## config.mk

```make
export PLATFORM = sky130hd
export DESIGN_NAME = cnt_sched
export DESIGN_NICKNAME = d
export VERILOG_FILES = /design/src/rtl/cnt_sched.sv
export SDC_FILE = /design/constraint.sdc
export NUM_CORES = 1
export LEC_CHECK = 0
export CORE_ASPECT_RATIO = 0.8
export CORE_MARGIN = 5
export CORE_UTILIZATION = 40
export CTS_CLUSTER_DIAMETER = 50
export CTS_CLUSTER_SIZE = 16
export DETAILED_ROUTE_END_ITERATION = 10
export PLACE_DENSITY = 0.84
export RECOVER_POWER = 25
export SETUP_SLACK_MARGIN = 0.5
export SLEW_MARGIN = 20
export SYNTH_ARGS = -nofsm -noshare
export SYNTH_HDL_FRONTEND = slang
export SYNTH_SLANG_ARGS = --single-unit
```

## constraint.sdc

```tcl
create_clock -name clk -period 2.4 [get_ports clk]
set_clock_uncertainty 0.05 [all_clocks]
set_input_delay 0.48 -clock clk [delete_from_list [all_inputs] [get_ports clk]]
set_output_delay 0.48 -clock clk [all_outputs]
set_load 0.05 [all_outputs]
```

## src/rtl/cnt_sched.sv

```systemverilog
// cnt_sched: three-requester scheduler for a loadable up/down counter.
// A winner is picked by round-robin (or with requester 0 given absolute priority
// when CNT_SCHED_PRIO_EN is defined). Its LOAD, or its UP/DOWN burst of len
// steps, is then driven onto the counter. Bursts stop at the counter bounds
// instead of wrapping.
module cnt_sched #(
    parameter int N  = 6,
    parameter int LW = 4
) (
    input  logic                 clk,
    input  logic                 rst,
    input  logic [2:0]           req,
    input  logic [5:0]           op,
    input  logic [3*(N+1)-1:0]   data,
    input  logic [3*LW-1:0]      len,
    input  logic [N:0]           q,
    output logic [2:0]           gnt,
    output logic [N:0]           d,
    output logic                 load,
    output logic                 countup,
    output logic                 countdown,
    output logic                 busy,
    output logic                 done,
    output logic                 sat
);

    typedef enum logic [1:0] {IDLE, RUN, DONE} state_t;

    localparam logic [1:0]    OP_NOP  = 2'b00;
    localparam logic [1:0]    OP_LOAD = 2'b01;
    localparam logic [1:0]    OP_UP   = 2'b10;
    localparam logic [1:0]    OP_DOWN = 2'b11;
    localparam logic [N:0]    QMAX    = '1;
    localparam logic [LW-1:0] ONE     = 1;

    state_t        state, next_state;
    logic [1:0]    ptr;
    logic [1:0]    op_r;
    logic [LW-1:0] rem;
    logic [1:0]    win;
    logic          win_valid;
    logic          step;
    logic          bound;

    // Winner selection; the pointer names the first requester to be considered
    always_comb begin
        win       = 2'd0;
        win_valid = |req;
`ifdef CNT_SCHED_PRIO_EN
        if (req[0]) begin
            win = 2'd0;
        end else if (ptr == 2'd2) begin
            if (req[2])      win = 2'd2;
            else if (req[1]) win = 2'd1;
        end else begin
            if (req[1])      win = 2'd1;
            else if (req[2]) win = 2'd2;
        end
`else
        case (ptr)
            2'd1: begin
                if (req[1])      win = 2'd1;
                else if (req[2]) win = 2'd2;
                else if (req[0]) win = 2'd0;
            end
            2'd2: begin
                if (req[2])      win = 2'd2;
                else if (req[0]) win = 2'd0;
                else if (req[1]) win = 2'd1;
            end
            default: begin
                if (req[0])      win = 2'd0;
                else if (req[1]) win = 2'd1;
                else if (req[2]) win = 2'd2;
            end
        endcase
`endif
    end

    // Next-state and counter controls; a step is never issued at the bound
    always_comb begin
        next_state = state;
        load       = 1'b0;
        countup    = 1'b0;
        countdown  = 1'b0;
        busy       = (state != IDLE);
        done       = 1'b0;
        step       = 1'b0;
        bound      = 1'b0;
        case (state)
            IDLE: begin
                if (win_valid) next_state = RUN;
            end
            RUN: begin
                case (op_r)
                    OP_LOAD: begin
                        load       = 1'b1;
                        next_state = DONE;
                    end
                    OP_UP, OP_DOWN: begin
                        if (rem == '0) begin
                            next_state = DONE;
                        end else if ((op_r == OP_UP && q != QMAX) ||
                                     (op_r == OP_DOWN && q != '0)) begin
                            step      = 1'b1;
                            countup   = (op_r == OP_UP);
                            countdown = (op_r == OP_DOWN);
                            if (rem == ONE) next_state = DONE;
                        end else begin
                            bound      = 1'b1;
                            next_state = DONE;
                        end
                    end
                    default: next_state = DONE;
                endcase
            end
            DONE: begin
                done       = 1'b1;
                next_state = IDLE;
            end
            default: next_state = IDLE;
        endcase
    end

    // State register; reset aborts any burst in flight
    always_ff @(posedge clk or negedge rst) begin
        if (!rst) state <= IDLE;
        else      state <= next_state;
    end

    // Grant capture, remaining-step count and saturation flag
    always_ff @(posedge clk or negedge rst) begin
        if (!rst) begin
            ptr  <= 2'd0;
            gnt  <= 3'b000;
            d    <= '0;
            sat  <= 1'b0;
            op_r <= OP_NOP;
            rem  <= '0;
        end else begin
            gnt <= 3'b000;
            if (state == IDLE && win_valid) begin
                gnt  <= 3'b001 << win;
                op_r <= op[2*int'(win) +: 2];
                d    <= data[int'(win)*(N+1) +: (N+1)];
                rem  <= len[int'(win)*LW +: LW];
                ptr  <= (win == 2'd2) ? 2'd0 : win + 2'd1;
            end
            if (state == RUN) begin
                if (step) rem <= rem - ONE;
                if (op_r == OP_UP || op_r == OP_DOWN) begin
                    if (rem == '0)                sat <= 1'b0;
                    else if (step && rem == ONE)  sat <= 1'b0;
                    else if (bound)               sat <= 1'b1;
                end else if (op_r == OP_NOP) begin
                    sat <= 1'b0;
                end
            end
        end
    end

endmodule
```

m2.png
Scale bar: 20 um.
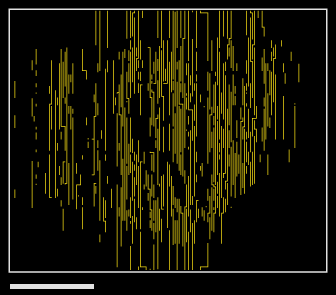
main direction	vertical
wire length on this layer	2520 um
longest straight run	32.3 um
nets with wire on the layer	262
vias after detailed routing: 1545
met2 Track Usage GR: 0.325
final wirelength: 4.85 mm

m3.png
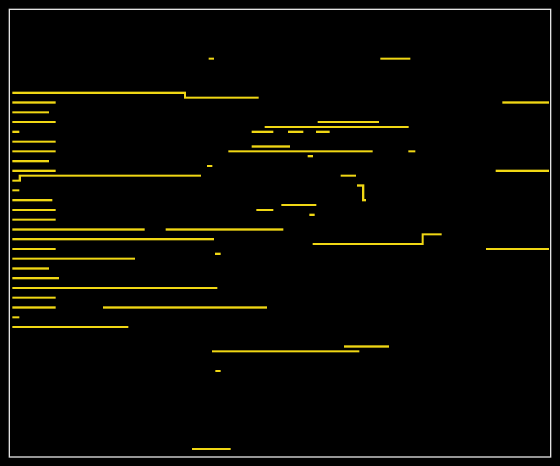
longest straight run	28.3 um
share of all routed wire	9.1%
nets with wire on the layer	45
main direction	horizontal
wire length on this layer	441 um
M3 GR Usage: 0.0677

==> flow_summary.ini <==
; physical design summary
[routing]
drc = 0

[clock_network]
numCtsBuffers = 3
max-clock-path-buffers = 2
clock-sinks = 21
holdBufCountCts = 0

[finish]
seq_cell_count = 21
lay_top_cells = 39 x clkdlybuf4s50_1, 20 x dfrtp_1, 18 x dlygate4sd2_1, 17 x buf_4, 13 x nand2_1
multiInputCombCellCount = 110
clk_share = 0.0194
design.final.nets = 290
postLayoutCellArea_um2 = 2520
antenna_cells = 0
layout_top_cell_excl_fill_tap = clkdlybuf4s50_1
layout.non_clock_buffers = 93

[timing]
totalNegativeSetupSlack_ns = 0
drv_slew = 0
timing_worst_slew_pin_value_ns = 1.14
post-route-min-period_ns = 2.13
timing.final.hold_violations = 0

[synthesis]
largest_area_cell = dfrtp_1
ys_warn_count = 0
synth.yosys.chip_area_um2 = 1360
post_synth_instance_area_um2 = 1360
ys_top_cells_by_area = dfrtp_1 39%, nand2_1 3.9%, a221oi_1 3.9%
synth.top_cell.area_share = 0.386
ys_cells = 144
synthAdderAreaFrac = 0.0367
synth.cellmix.simpleShare = 0.264

[power]
switching_share = 0.476
power_frac_clock = 0.070
p_seq_frac = 0.201
p_comb_frac = 0.730
vdd.ir_drop.worst_mv = 0.714

[floorplanning]
floorplan.io_pins = 67

[critical_path]
timing.critical_path.slowest_cell_delay_ns = 0.41
cp_cell_sequence = inv_2 > ha_4 > or3b_4 > nand3_4 > nor3_2 > buf_6
critPathKind = reg2out
reg2regPathDepth = 7
startpoint_type = register
cp_data_arrival_time_ns = 1.60
setup.worst_path.end = countdown

[min_path]
min-delay-start = d[0]

[status]
outcome = finished clean

[global_route]
most_heavily_used_metal_layer_in_global_routing = met2
ff_map.png
Scale bar: 20 um. Other sequential cells in the stronger grey, the rest of the logic in the fainter grey.
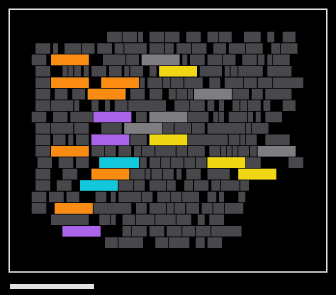
colour	netlist name	placed flops
cyan	ptr	2
yellow	rem	4
orange	d	7
purple	gnt	3
register cell area after layout: 527 um2
Seq group: 0.681 mW
sequential portion of the cell area: 0.209

congestion_map.png
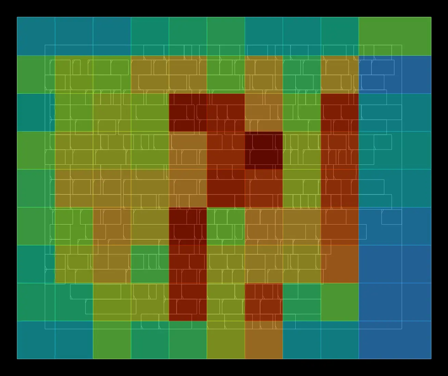
average wire per standard cell: 17.6 um
overall routing resource usage: 0.196
Util after Layout: 0.751

==> state kept, by name, indices dropped and copies added (netlist names) <==
signal and flops:
d 7, gnt 3, op_r 2, ptr 2, rem 4, sat 1, state 2
==> metrics by stage <==
| step | total power, mW | cells | hold WS [ns] |
|---|---|---|---|
| 2_1_floorplan | 2.00 | 144 | 0.134 |
| 3_3_place_gp | 2.54 | 253 | 0.450 |
| 3_5_place_dp | 2.58 | 253 | 0.451 |
| 4_1_cts | 3.10 | 270 | 0.464 |
| 5_1_grt | 3.60 | 276 | 0.481 |
| 6_report | 3.39 | 276 | 0.461 |
==> routing by layer <==
layer	wire (um)	vias to the layer above
li1	-	722
met1	1810	740
met2	2520	71
met3	441	12
met4	83	0
met5	0	-
No activity file was given, so power comes from the tool's default toggle rates.
